Run 1, placement by cell class:
Drawn at 4 px/µm.
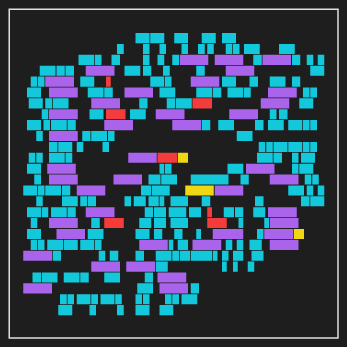
Run 1, routing congestion:
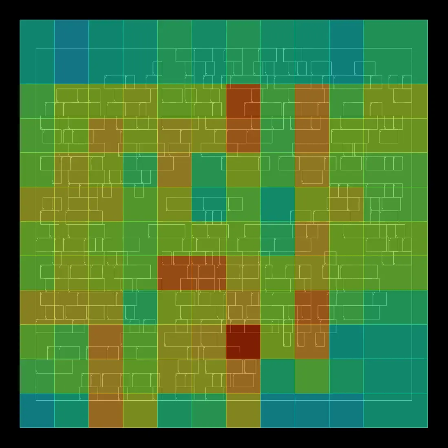
Run 1, metal 1:
Drawn at 6 px/µm.
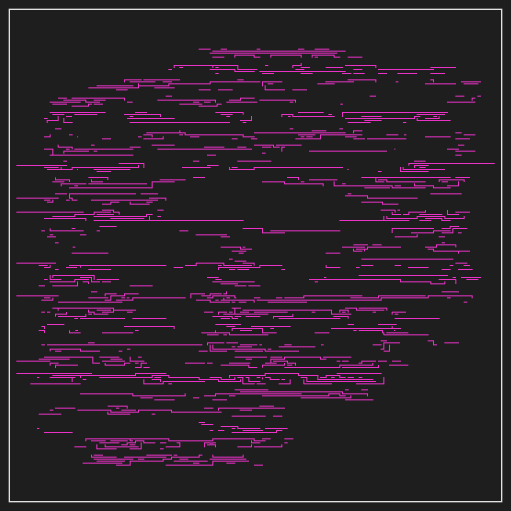
Run 1, zoomed window:
Window x 8 to 33, y 49 to 74 µm. Cells in grey, sequential cells in the stronger grey; small squares are vias.
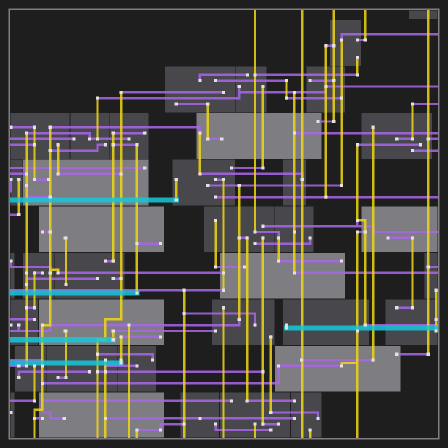
==> config.mk <==
export PLATFORM = sky130hd
export DESIGN_NAME = fe_redirect_sched_flat
export DESIGN_NICKNAME = d
export VERILOG_FILES = /design/src/rtl/fe_redirect_sched_if.sv /design/src/rtl/fe_redirect_sched.sv /design/src/flat_wrapper.sv
export SDC_FILE = /design/constraint.sdc
export NUM_CORES = 1
export LEC_CHECK = 0
export CORE_MARGIN = 3
export CORE_UTILIZATION = 45
export DETAILED_ROUTE_END_ITERATION = 12
export DONT_BUFFER_PORTS = 1
export SETUP_SLACK_MARGIN = 0.05
export SLEW_MARGIN = 0
export SYNTH_ARGS = -nofsm -noshare
export SYNTH_HDL_FRONTEND = slang
export SYNTH_SLANG_ARGS = --single-unit
==> constraint.sdc <==
create_clock -name Clk -period 3.8 [get_ports Clk]
set_input_delay 0.76 -clock Clk [delete_from_list [all_inputs] [get_ports Clk]]
set_output_delay 0.76 -clock Clk [all_outputs]
set_load 0.01 [all_outputs]
==> src/rtl/fe_redirect_sched_if.sv <==
// fe_redirect_sched_if: request/redirect bundle for the front-end redirect scheduler.
//   master : redirect sources and consumers (drive requests, observe redirect)
//   slave  : fe_redirect_sched
//   Requests : RobRedir/RobPc, PreRedir/PrePc, BpTrap
//   Redirect : RedirValid, RedirPc, RedirSrc, FlushFe, StallFe, Busy
//   Optional : PerfRobCnt, PerfPreCnt, PerfTrapCnt when FE_REDIR_PERF_EN is defined
interface fe_redirect_sched_if #(
    parameter int unsigned PC_W = 32
`ifdef FE_REDIR_PERF_EN
    , parameter int unsigned CNT_W = 16
`endif
);
    logic            RobRedir;
    logic [PC_W-1:0] RobPc;
    logic            PreRedir;
    logic [PC_W-1:0] PrePc;
    logic            BpTrap;
    logic            RedirValid;
    logic [PC_W-1:0] RedirPc;
    logic [1:0]      RedirSrc;
    logic            FlushFe;
    logic            StallFe;
    logic            Busy;
`ifdef FE_REDIR_PERF_EN
    logic [CNT_W-1:0] PerfRobCnt;
    logic [CNT_W-1:0] PerfPreCnt;
    logic [CNT_W-1:0] PerfTrapCnt;
`endif

    modport master (
        output RobRedir, RobPc, PreRedir, PrePc, BpTrap,
        input  RedirValid, RedirPc, RedirSrc, FlushFe, StallFe, Busy
`ifdef FE_REDIR_PERF_EN
        , input PerfRobCnt, PerfPreCnt, PerfTrapCnt
`endif
    );

    modport slave (
        input  RobRedir, RobPc, PreRedir, PrePc, BpTrap,
        output RedirValid, RedirPc, RedirSrc, FlushFe, StallFe, Busy
`ifdef FE_REDIR_PERF_EN
        , output PerfRobCnt, PerfPreCnt, PerfTrapCnt
`endif
    );
endinterface

==> src/rtl/fe_redirect_sched.sv <==
// fe_redirect_sched: arbitrates ROB redirect > predecode redirect > BPU/ICache trap,
// issues a one-cycle flush followed by RECOVER_CYC stall cycles, and holds the
// front end stalled on a trap until the ROB redirects.
//   Clk  : clock, all state on posedge
//   Rest : synchronous active-high reset
//   Bus  : fe_redirect_sched_if.slave (requests in, registered redirect outputs)
// Optional feature macro: FE_REDIR_PERF_EN adds saturating per-source event
// counters (PerfRobCnt/PerfPreCnt/PerfTrapCnt) and the CNT_W parameter.
module fe_redirect_sched #(
    parameter int unsigned PC_W        = 32,
    parameter int unsigned RECOVER_CYC = 2
`ifdef FE_REDIR_PERF_EN
    , parameter int unsigned CNT_W     = 16
`endif
) (
    input  logic               Clk,
    input  logic               Rest,
    fe_redirect_sched_if.slave Bus
);
    localparam logic [1:0] IDLE     = 2'd0;
    localparam logic [1:0] FLUSH    = 2'd1;
    localparam logic [1:0] RECOVER  = 2'd2;
    localparam logic [1:0] TRAPWAIT = 2'd3;

    localparam logic [1:0] SRC_NONE = 2'b00;
    localparam logic [1:0] SRC_ROB  = 2'b01;
    localparam logic [1:0] SRC_PRE  = 2'b10;

    localparam int unsigned CNT_BITS = 4;
    // Remaining RECOVER cycles after the first one; unused when RECOVER_CYC is 0.
    localparam logic [CNT_BITS-1:0] CNT_INIT =
        (RECOVER_CYC == 0) ? '0 : CNT_BITS'(RECOVER_CYC - 1);

    logic [1:0]          state, stateNext;
    logic [CNT_BITS-1:0] cnt, cntNext;
    logic [PC_W-1:0]     redirPcQ, redirPcNext;
    logic [1:0]          redirSrcQ, redirSrcNext;
    logic                flushQ, stallQ, busyQ;

    // Next-state, recovery counter and latched redirect target.
    always_comb begin
        stateNext    = state;
        cntNext      = cnt;
        redirPcNext  = redirPcQ;
        redirSrcNext = redirSrcQ;
        case (state)
            IDLE: begin
                if (Bus.RobRedir) begin
                    stateNext    = FLUSH;
                    redirPcNext  = Bus.RobPc;
                    redirSrcNext = SRC_ROB;
                end else if (Bus.PreRedir) begin
                    stateNext    = FLUSH;
                    redirPcNext  = Bus.PrePc;
                    redirSrcNext = SRC_PRE;
                end else if (Bus.BpTrap) begin
                    stateNext    = TRAPWAIT;
                end
            end
            FLUSH: begin
                if (Bus.RobRedir) begin
                    stateNext    = FLUSH;
                    redirPcNext  = Bus.RobPc;
                    redirSrcNext = SRC_ROB;
                end else if (RECOVER_CYC == 0) begin
                    stateNext    = IDLE;
                    redirPcNext  = '0;
                    redirSrcNext = SRC_NONE;
                end else begin
                    stateNext    = RECOVER;
                    cntNext      = CNT_INIT;
                end
            end
            RECOVER: begin
                if (Bus.RobRedir) begin
                    stateNext    = FLUSH;
                    redirPcNext  = Bus.RobPc;
                    redirSrcNext = SRC_ROB;
                end else if (cnt == '0) begin
                    stateNext    = IDLE;
                    redirPcNext  = '0;
                    redirSrcNext = SRC_NONE;
                end else begin
                    cntNext      = cnt - CNT_BITS'(1);
                end
            end
            TRAPWAIT: begin
                // Only the ROB can resolve a trap; re-asserted traps and predecode are stale.
                if (Bus.RobRedir) begin
                    stateNext    = FLUSH;
                    redirPcNext  = Bus.RobPc;
                    redirSrcNext = SRC_ROB;
                end
            end
            default: begin
                stateNext    = IDLE;
                redirPcNext  = '0;
                redirSrcNext = SRC_NONE;
            end
        endcase
    end

    // State and registered outputs; outputs are decoded from the next state.
    always_ff @(posedge Clk) begin
        if (Rest) begin
            state     <= IDLE;
            cnt       <= '0;
            redirPcQ  <= '0;
            redirSrcQ <= SRC_NONE;
            flushQ    <= 1'b0;
            stallQ    <= 1'b0;
            busyQ     <= 1'b0;
        end else begin
            state     <= stateNext;
            cnt       <= cntNext;
            redirPcQ  <= redirPcNext;
            redirSrcQ <= redirSrcNext;
            flushQ    <= (stateNext == FLUSH);
            stallQ    <= (stateNext != IDLE);
            busyQ     <= (stateNext != IDLE);
        end
    end

    assign Bus.RedirValid = flushQ;
    assign Bus.FlushFe    = flushQ;
    assign Bus.StallFe    = stallQ;
    assign Bus.Busy       = busyQ;
    assign Bus.RedirPc    = redirPcQ;
    assign Bus.RedirSrc   = redirSrcQ;

`ifdef FE_REDIR_PERF_EN
    logic             robAcc, preAcc, trapAcc;
    logic [CNT_W-1:0] perfRob, perfPre, perfTrap;

    // ROB is accepted in every state; predecode and trap only from IDLE.
    assign robAcc  = Bus.RobRedir;
    assign preAcc  = (state == IDLE) && !Bus.RobRedir && Bus.PreRedir;
    assign trapAcc = (state == IDLE) && !Bus.RobRedir && !Bus.PreRedir && Bus.BpTrap;

    // Saturating event counters.
    always_ff @(posedge Clk) begin
        if (Rest) begin
            perfRob  <= '0;
            perfPre  <= '0;
            perfTrap <= '0;
        end else begin
            if (robAcc && (perfRob != '1))   perfRob  <= perfRob + CNT_W'(1);
            if (preAcc && (perfPre != '1))   perfPre  <= perfPre + CNT_W'(1);
            if (trapAcc && (perfTrap != '1)) perfTrap <= perfTrap + CNT_W'(1);
        end
    end

    assign Bus.PerfRobCnt  = perfRob;
    assign Bus.PerfPreCnt  = perfPre;
    assign Bus.PerfTrapCnt = perfTrap;
`endif
endmodule

==> src/flat_wrapper.sv <==
// flat-port wrapper written by rule: the top's interface ports become plain ports
module fe_redirect_sched_flat 
#(
    parameter int unsigned PC_W        = 32,
    parameter int unsigned RECOVER_CYC = 2

)
  (Clk, Rest, Bus_RobRedir, Bus_RobPc, Bus_PreRedir, Bus_PrePc, Bus_BpTrap, Bus_RedirValid, Bus_RedirPc, Bus_RedirSrc, Bus_FlushFe, Bus_StallFe, Bus_Busy);
  fe_redirect_sched_if #(.PC_W(PC_W)) Bus_i ();
  input  logic Clk;
  input  logic Rest;
  input wire logic [$bits(Bus_i.RobRedir)-1:0] Bus_RobRedir;
  input wire logic [$bits(Bus_i.RobPc)-1:0] Bus_RobPc;
  input wire logic [$bits(Bus_i.PreRedir)-1:0] Bus_PreRedir;
  input wire logic [$bits(Bus_i.PrePc)-1:0] Bus_PrePc;
  input wire logic [$bits(Bus_i.BpTrap)-1:0] Bus_BpTrap;
  output wire logic [$bits(Bus_i.RedirValid)-1:0] Bus_RedirValid;
  output wire logic [$bits(Bus_i.RedirPc)-1:0] Bus_RedirPc;
  output wire logic [$bits(Bus_i.RedirSrc)-1:0] Bus_RedirSrc;
  output wire logic [$bits(Bus_i.FlushFe)-1:0] Bus_FlushFe;
  output wire logic [$bits(Bus_i.StallFe)-1:0] Bus_StallFe;
  output wire logic [$bits(Bus_i.Busy)-1:0] Bus_Busy;
  assign Bus_i.RobRedir = Bus_RobRedir;
  assign Bus_i.RobPc = Bus_RobPc;
  assign Bus_i.PreRedir = Bus_PreRedir;
  assign Bus_i.PrePc = Bus_PrePc;
  assign Bus_i.BpTrap = Bus_BpTrap;
  assign Bus_RedirValid = Bus_i.RedirValid;
  assign Bus_RedirPc = Bus_i.RedirPc;
  assign Bus_RedirSrc = Bus_i.RedirSrc;
  assign Bus_FlushFe = Bus_i.FlushFe;
  assign Bus_StallFe = Bus_i.StallFe;
  assign Bus_Busy = Bus_i.Busy;
  fe_redirect_sched #(.PC_W(PC_W), .RECOVER_CYC(RECOVER_CYC)) u_core (.Clk(Clk), .Rest(Rest), .Bus(Bus_i));
endmodule
==> flow_summary.toml, run 1 <==
# implementation run metrics
[synthesis]
top_cell_area_share = 0.3250
compound_area_frac = 0.1896
edf_count = 0
synth_area_um2 = 2587
top_cells_by_area = "dfxtp_1, mux2_2, or4b_1"
floorplan.nets = 356
synth_cell_types = 41
synth_cells = 285
async_flop_share = 0
numSynthFlops = 42
syn_area_per_cell_um2 = 9.079
ys_cells = 285
synth_top_cell_by_count = "dfxtp_1"
ys_seq_share = 0.3250
yosys_warnings = 0
yosysChipArea_um2 = 2587
muxShareOfSynthArea = 0.1393
common_cells = "dfxtp_1, a21oi_1, nor2b_1, o21ai_0, or4b_1"

[detailed_routing]
wl_um = 5736
num_vias = 1981
dr.first_iter.drc_count = 80

[finish]
areaGrowthSynthToFinish_pct = 1.112
fill_cells = 534
nets = 332
drive_gt1_frac = 0.1648
final_cells = 331
mi_logic_area_um2 = 1556

[floorplan]
io_pins = 107
chipArea_um2 = 6696
initial_core_util = 0.4850

[global_route]
grt_pass1_vias = 1854
antenna_found_initial = 0
use_met1 = 0.2251
track_usage = 0.1718
grt_pass1_wl_um = 9080

[final_timing]
slew_violations = 0
relSlewSlack = 0.5351
finalSetupViolCount = 0
fin_crit_ns = 2.242
finClkSkew_ns = 0.004894
fmax_mhz = 446.0
fin_ws_ns = 1.558
final_hold_viol_count = 0
finalSetupTns_ns = 0

[placed_design]
pre_cts_ws_ns = 1.531
place_inst = 324
hpwlAfterDp_um = 3747

[critical_path]
max_stage_delay_ns = 0.62
cp_top_family = "AND-OR/OR-AND gates"
cp_cell_sequence = "inv_1, ha_1, nor3b_2, a221oi_4, buf_12, mux2_2"
endpoint_kind = "flop"
crit_path_max_fanout = 22
path_class = "flop to flop"
worstPathRequired_ns = 3.98
path_buffers = 2

[outcome]
status = "complete, no violations"

[clock_tree]
hold_buffers = 0
cts_made_buffers = 5
clock_path_buffers = 2
cts_tree = "built"
root_buffer = "clkbuf_8"
cts_max_level = 2
cts.sinks = 42
clkTransAtPathRegs_ns = 0.07

[power]
pwr_density_cell_nw_per_um2 = 372.3
p_leak_nw = 0.9322
peakVddDrop_uv = 190.4

[flow_run]
drv_cap = 0

[min_path]
hp-class = "flop to flop"
About 'placement by cell class':
colour	class	cells
yellow	other buffers and delay cells	3
red	clock drivers and dummy loads	7
cyan	all other logic	209
purple	flip-flops	42
Seq area share: 0.3219
post-layout instance area: 2616 µm²
Core ar.: 5335 µm²
Final Util: 0.4904
row cnt: 26

About 'routing congestion':
GR peak layer: met2
met2 usage: 0.2601
routed len/inst: 17.33 µm

About 'metal 1':
nets with wire on the layer	281
main direction	horizontal

About 'zoomed window':
colour	layer
cyan	met3
yellow	met2
purple	met1
most frequent	mux2_2 (8), dfxtp_1 (8), nor2b_1 (6)
cells with their middle in the window	32
sequential cells in the window	8
netlist names of flops here include	u_core.Bus.RedirPc (8)

## run 1: worst paths after layout
| path | from | end | slack (ns) | cells after the start |
|---|---|---|---|---|
| hold / removal | u_core.cnt[1] | u_core.cnt[1] | 0.50 | 2 |
| hold reg to reg | u_core.cnt[1] | u_core.cnt[1] | 0.50 | 2 |
| setup reg to reg | u_core.cnt[0] | u_core.Bus.RedirPc[24] | 1.56 | 6 |
| setup / recovery | u_core.cnt[0] | u_core.Bus.RedirPc[24] | 1.56 | 6 |
## run 1: sequential cells by signal (all words and copies together), names as in the netlist
name / cells
u_core.Bus.RedirPc: 32
u_core.cnt: 4
u_core.Bus.RedirSrc: 2
u_core.state: 2
u_core.Bus.FlushFe: 1
u_core.Bus.StallFe: 1
## run 1: stage by stage
stage | cell area [µm²] | hold WS, ns
after global placement | 2540 | 0.5051
final | 2616 | 0.5043
after detailed placement | 2540 | 0.5006
after floorplan | 2587 | 0.4801
after global routing | 2616 | 0.5278
after CTS | 2616 | 0.5130
## run 1: worst min-delay path, stage by stage, from the launching register on
cell and delay, ns:
dfxtp_1 0.32, o311ai_0 0.08, a21oi_1 0.07
## run 1: per-layer routing
layer / vias up / wire, µm
met1: 891 / 2525
met2: 72 / 2537
met4: 0 / 79
met5: - / 0
li1: 1011 / -
met3: 7 / 594
## run 1: cell type report
type,instances,share of cell area
clock buffers,7,0.02917
inverters,5,0.007174
multi-input cells,204,0.5949
flip-flops and latches,42,0.3219
well taps,70,0.03348
repair buffers,3,0.01339
## run 1: report_power, final
group / internal (mW) / switching (mW) / leakage, nW
sequential: 0.481 / 0.0485 / 0.347
clock: 0.127 / 0.139 / 0.0383
combinational: 0.0948 / 0.0836 / 0.547
total: 0.703 / 0.271 / 0.932
==> run 2: changes to the inputs <==
Clock period 3.8 ns to 1.8 ns, I/O delays scaled along.
Run 2, metal 1:
Drawn at 6 px/µm.
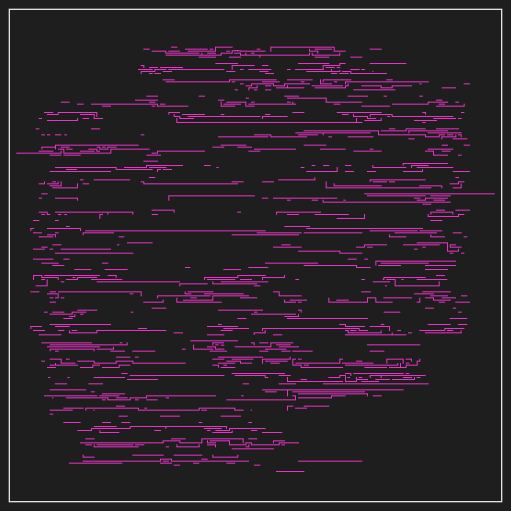
longest straight run	30.8 µm
nets with wire on the layer	290
main direction	horizontal
met1 usage: 0.2234
Routed Wire Length: 5813 µm
routed via count: 2,076

==> flow_summary.toml, run 2 <==
# implementation run metrics
[final_timing]
fin_ws_ns = 0.04354
fin_hold_ws_ns = 0.1314
min_period_over_period = 0.9758
relSlewSlack = 0.7317
finalSetupTns_ns = 0
finalSetupViolCount = 0
grt_setup_unrepaired = "yes"
fmax_mhz = 569.3
fin_crit_ns = 1.756
slew_violations = 0
final_hold_viol_count = 0
finClkSkew_ns = 0.003651
worstMarginPinSlew_ns = 0.3969

[synthesis]
syn_area_per_cell_um2 = 9.079
flop_cell = "dfxtp_1"
top_cell_area_share = 0.3250
synth_area_um2 = 2587
yosysChipArea_um2 = 2587
logic_family = "simple AND/OR/NAND/NOR gates"
ys_seq_share = 0.3250
ys_sh_xor = 0.003385
muxShareOfSynthArea = 0.1393
simple_gate_area_frac = 0.2597
adder_share = 0.009671
ys_cells = 285
synth_cell_types = 41
yosys_warnings = 0
async_flop_share = 0
common_cells = "dfxtp_1, a21oi_1, nor2b_1, o21ai_0, or4b_1"
numSynthFlops = 42
top_cells_by_area = "dfxtp_1, mux2_2, or4b_1"
top_area_cell = "dfxtp_1"
compound_area_frac = 0.1896
floorplan.nets = 356
synth_top_cell_by_count = "dfxtp_1"
edf_count = 0
synth_cells = 285

[clock_tree]
cts_max_level = 2
root_buffer = "clkbuf_8"
clock_path_buffers = 2
cts.sinks = 42
cts_made_buffers = 5
cts_tree = "built"
clkTransAtPathRegs_ns = 0.08
clk_latency_ns = 0.28

[critical_path]
reg2reg_depth = 7
cp-start-kind = "flop"
cp-startpoint = "u_core.cnt[1]"
r2r-end = "u_core.Bus.RedirPc[21]"
worstPathRequired_ns = 1.97
r2r_start = "u_core.cnt[1]"
path_class = "flop to flop"
endpoint_kind = "flop"
crit_path_max_fanout = 5
arrival_ns = 1.93
endpoint = "u_core.Bus.RedirPc[21]"
r2r_setup_slack_ns = 0.04

[flow_run]
drv_cap = 0
warning_count = 30

[finish]
nets = 343
fin_util = 0.5218
num_antenna_cells = 0
largest_reg_flops = 32
design_area_um2 = 2784
final_cells = 343
fill_cells = 498
areaGrowthSynthToFinish_pct = 7.592
final_cell_mix = "dfxtp_1, a21oi_1, o21ai_0, nor2b_1, or4b_1"
drive_gt1_frac = 0.2308
lay_top_count = "dfxtp_1"

[min_path]
hp-class = "input pin to flop"
hold-path-cell-count = 1

[power]
peakVddDrop_uv = 404.8
p_leak_nw = 1.030
p_total_mw = 2.277
pwr_density_cell_nw_per_um2 = 818.1

[detailed_routing]
via_per_inst = 6.052
drc = 0
drt_first_pass_iters = 4
drtAntennaViolNets = 0
wl_per_cell_um = 16.95
dr.first_iter.drc_count = 62

[placed_design]
pre_cts_ws_ns = -0.008971
gp_congestion = 0.7629
hpwlAfterDp_um = 3920
placed_area_um2 = 2592
place_inst = 331
io_buffer_count = 0

[global_route]
grt_pass1_wl_um = 9073
track_usage = 0.1712
grt_pass1_vias = 1946
grt-ovfl-total = 0
grt_max_degree = 77
antenna_found_initial = 0

[floorplan]
initial_core_util = 0.4850
chipArea_um2 = 6696
rows = 26
core_area_um2 = 5335
io_pins = 107
die_y_um = 81.83
die_width_um = 81.83

[outcome]
status = "complete, no violations"
## run 2: report_power, final
part           total (mW)  internal (mW)  switching [mW]
Sequential           1.12           1.02           0.106
Clock               0.726          0.408           0.318
Combinational       0.430          0.241           0.188
## run 2: worst max-delay path, stage by stage (launching register included)
cell and delay [ns]:
dfxtp_2 0.35, inv_2 0.05, ha_4 0.15, nor3b_4 0.15, a221oi_4 0.34, buf_4 0.18
buf_8 0.12, mux2_4 0.30
## run 2: per-layer routing
layer | wire length (µm) | GRT usage | vias up
li1 | - | - | 1036
met1 | 2505 | 0.2234 | 968
met2 | 2702 | 0.2730 | 70
met3 | 591 | 0.06360 | 2
met4 | 14 | 0.02990 | 0
met5 | 0 | 0 | -
## run 2: repair_timing
item / 4_1_cts / 5_1_grt
hold endpoints to repair: 0 / 0
pin swaps: 0 / 2
gates cloned: 2 / 0
hold buffers: 0 / 0
resized: 11 / 7
buffers inserted: 2 / 0
setup endpoints to repair: 32 / 33
## run 2: worst min-delay path by stage
| stage | from | endpoint | slack [ns] |
|---|---|---|---|
| 2_1_floorplan | u_core.cnt[1] | u_core.cnt[1] | 0.48 |
| 3_3_place_gp | Rest | u_core.state[0] | 0.43 |
| 3_5_place_dp | Rest | u_core.state[0] | 0.44 |
| 4_1_cts | Rest | u_core.cnt[1] | 0.12 |
| 5_1_grt | Rest | u_core.cnt[2] | 0.12 |
| 6_report | Rest | u_core.cnt[1] | 0.13 |
## run 2: final cells by class
class | count | area, µm² | share of cell area
timing repair buffer | 14 | 126.4 | 0.04539
clock buffer | 5 | 68.82 | 0.02472
tap | 70 | 87.58 | 0.03146
multi-input combinational | 204 | 1594 | 0.5726
sequential | 42 | 848.3 | 0.3047
inverter | 5 | 18.77 | 0.006742
clock inverter | 3 | 40.04 | 0.01438
==> run 3: changes to the inputs <==
Settings changed: ABC_AREA set to 1, SETUP_SLACK_MARGIN 0.05 to not set.
Run 3, routing congestion:
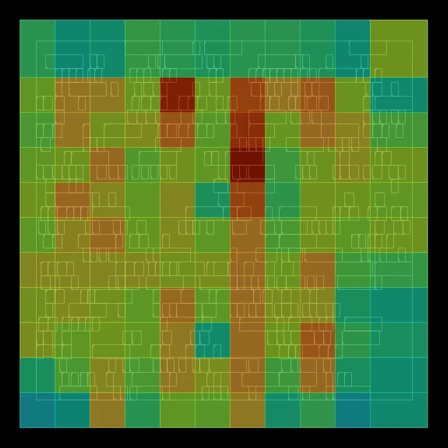
Tot GR Track Use: 0.2097
routed len/inst: 13.40 µm
met1 usage: 0.2608
met3 GRT Util: 0.07287

==> flow_summary.toml, run 3 <==
# implementation run metrics
[finish]
largest_class = "logic gates"
final_cells = 484
fin_util = 0.5043
n_clock_buffer = 8
comb_share = 0.4998
n_all_buffers = 12
lay_top_count = "nor2_1"
num_antenna_cells = 0
final_cell_mix = "nor2_1, nand2_1, o21ai_0"
comb_cells = 304
flop-count = 42
mi_logic_area_um2 = 1320
largest_reg_flops = 32
ff_latch_area_um2 = 840.8
drive_gt1_frac = 0.06039
seq_share = 0.3183
nonClkBufAreaFrac = 0.03884
fill_cells = 546
areaGrowthSynthToFinish_pct = 6.347
nNonClkInverters = 48
clockNetworkAreaShare = 0.04169
nets = 484
design_area_um2 = 2641

[clock_tree]
cts_max_level = 2
hold_buffers = 0
root_buffer = "clkbuf_8"
cts_tree = "built"
clock_path_buffers = 2
clk_latency_ns = 0.29
cts_made_buffers = 5
clkTransAtPathRegs_ns = 0.08
cts.sinks = 42
cts_resized = 0
post_cts_buffers = 0

[global_route]
grt-ovfl-total = 0
grt_pass1_wl_um = 10900
grt_pass1_vias = 2371
grt_max_degree = 53
antenna_found_initial = 0
grt_use_met2 = 0.3477
grt_most_used_layer = "met2"

[critical_path]
max_stage_delay_ns = 0.35
worstPathRequired_ns = 1.99
path_class = "flop to flop"
r2r_setup_slack_ns = 0.26
endpoint_kind = "flop"
arrival_ns = 1.73
cp_top_family = "simple AND/OR/NAND/NOR gates"
slowest_stage = "dfxtp_1"
crit_top_cell = "nand2_1"
crit_path_max_fanout = 52
cp-start-kind = "flop"
cp_cell_sequence = "inv_1, ha_1, inv_1, nor2_1, nand2_1, nand3_2, nand2_2, buf_12, nand2_1, nand2_1, nor2_1"
path_buffers = 3

[synthesis]
ys_cells = 422
edf_count = 0
async_flop_share = 0
yosys_warnings = 0
top_area_cell = "dfxtp_1"
floorplan.nets = 493
synth_cells = 422
syn_area_per_cell_um2 = 5.885
synth_top_cell_by_count = "nor2_1"
numSynthFlops = 42
ys_seq_share = 0.3385
synth_cell_types = 20
common_cells = "nor2_1, nand2_1, o21ai_0"
top_cells_by_area = "dfxtp_1, nor2_1, nand2_1"
top_cell_area_share = 0.3385
yosysChipArea_um2 = 2484
flop_cell = "dfxtp_1"
synth_area_um2 = 2484

[floorplan]
io_pins = 107
rows = 26
chipArea_um2 = 6446
core_area_um2 = 5238
taps = 70
initial_core_util = 0.4742
die_width_um = 80.29
die_y_um = 80.29

[min_path]
hp-class = "input pin to flop"

[final_timing]
finClkSkew_ns = 0.008033
fmax_mhz = 649.1
min_period_over_period = 0.8558
fin_crit_ns = 1.540
worstMarginPinSlew_ns = 0.3214
relSlewSlack = 0.7857
grt_setup_unrepaired = "no"
finalSetupViolCount = 0
final_hold_viol_count = 0
finalSetupTns_ns = 0
slew_violations = 0

[outcome]
status = "complete, no violations"

[power]
peakVddDrop_uv = 303.7
p_total_mw = 2.430
p_leak_nw = 1.199
pwr_density_cell_nw_per_um2 = 920.2

[placed_design]
placed_area_um2 = 2531
io_buffer_count = 0
gp_congestion = 0.8362
hpwlAfterDp_um = 4493
place_inst = 476

[detailed_routing]
top_layer = "met4"
drc = 0
dr.first_iter.drc_count = 127
num_vias = 2443
via_per_inst = 5.048
wl_um = 6485
drt_first_pass_iters = 4
wl_met2_um = 2933
met1_length_um = 2868
drtAntennaViolNets = 0
wl_met3_um = 630

[flow_run]
warning_count = 27
drv_cap = 0
-- run 3: netlist changes by cell type in the layout (fill, tap and decap cells not counted), moves of 4 or more --
cell / before / now
or4b_1: 31 / 0
nand2_1: 0 / 80
nor2b_1: 33 / 0
a21oi_1: 37 / 5
mux2_4: 5 / 0
o21ai_0: 33 / 59
inv_1: 3 / 45
mux2_2: 23 / 0
nand3_1: 1 / 39
mux2_1: 4 / 0
dfxtp_1: 38 / 42
o21ai_1: 0 / 9
nor2_1: 4 / 106
-- run 3: logic make-up (layout without fill, tap and decap cells) --
| logic type | after synthesis | in the layout | synth area share |
|---|---|---|---|
| compound gates | 73 | 73 | 0.1471 |
| buf+inv | 76 | 68 | 0.1300 |
| flops | 42 | 42 | 0.3385 |
| simple gates | 228 | 228 | 0.3708 |
| xor+xnor | 1 | 1 | 0.003527 |
| fa+ha+maj | 2 | 2 | 0.01007 |
-- run 3: power breakdown --
part	switching [mW]	internal [mW]	leakage [nW]	total (mW)
logic	0.341	0.206	0.793	0.547
clock network	0.332	0.388	0.0575	0.720
registers	0.126	1.04	0.349	1.16
-- run 3: metrics by stage --
step | hold WS (ns) | worst slack (ns)
after floorplan | 0.4291 | 0.3921
final | 0.1276 | 0.2595
after CTS | 0.1175 | 0.2632
after detailed placement | 0.4331 | 0.2781
after global routing | 0.1052 | 0.09285
after global placement | 0.4307 | 0.3186
-- run 3: worst paths after layout --
check	from	endpoint	cells after the start
worst max register to register	u_core.cnt[0]	u_core.Bus.RedirPc[22]	11
worst min register to register	u_core.cnt[0]	u_core.cnt[0]	2
worst max-delay path	u_core.cnt[0]	u_core.Bus.RedirPc[22]	11
worst min-delay path	Rest	u_core.cnt[2]	1
No activity file was given, so power comes from the tool's default toggle rates.
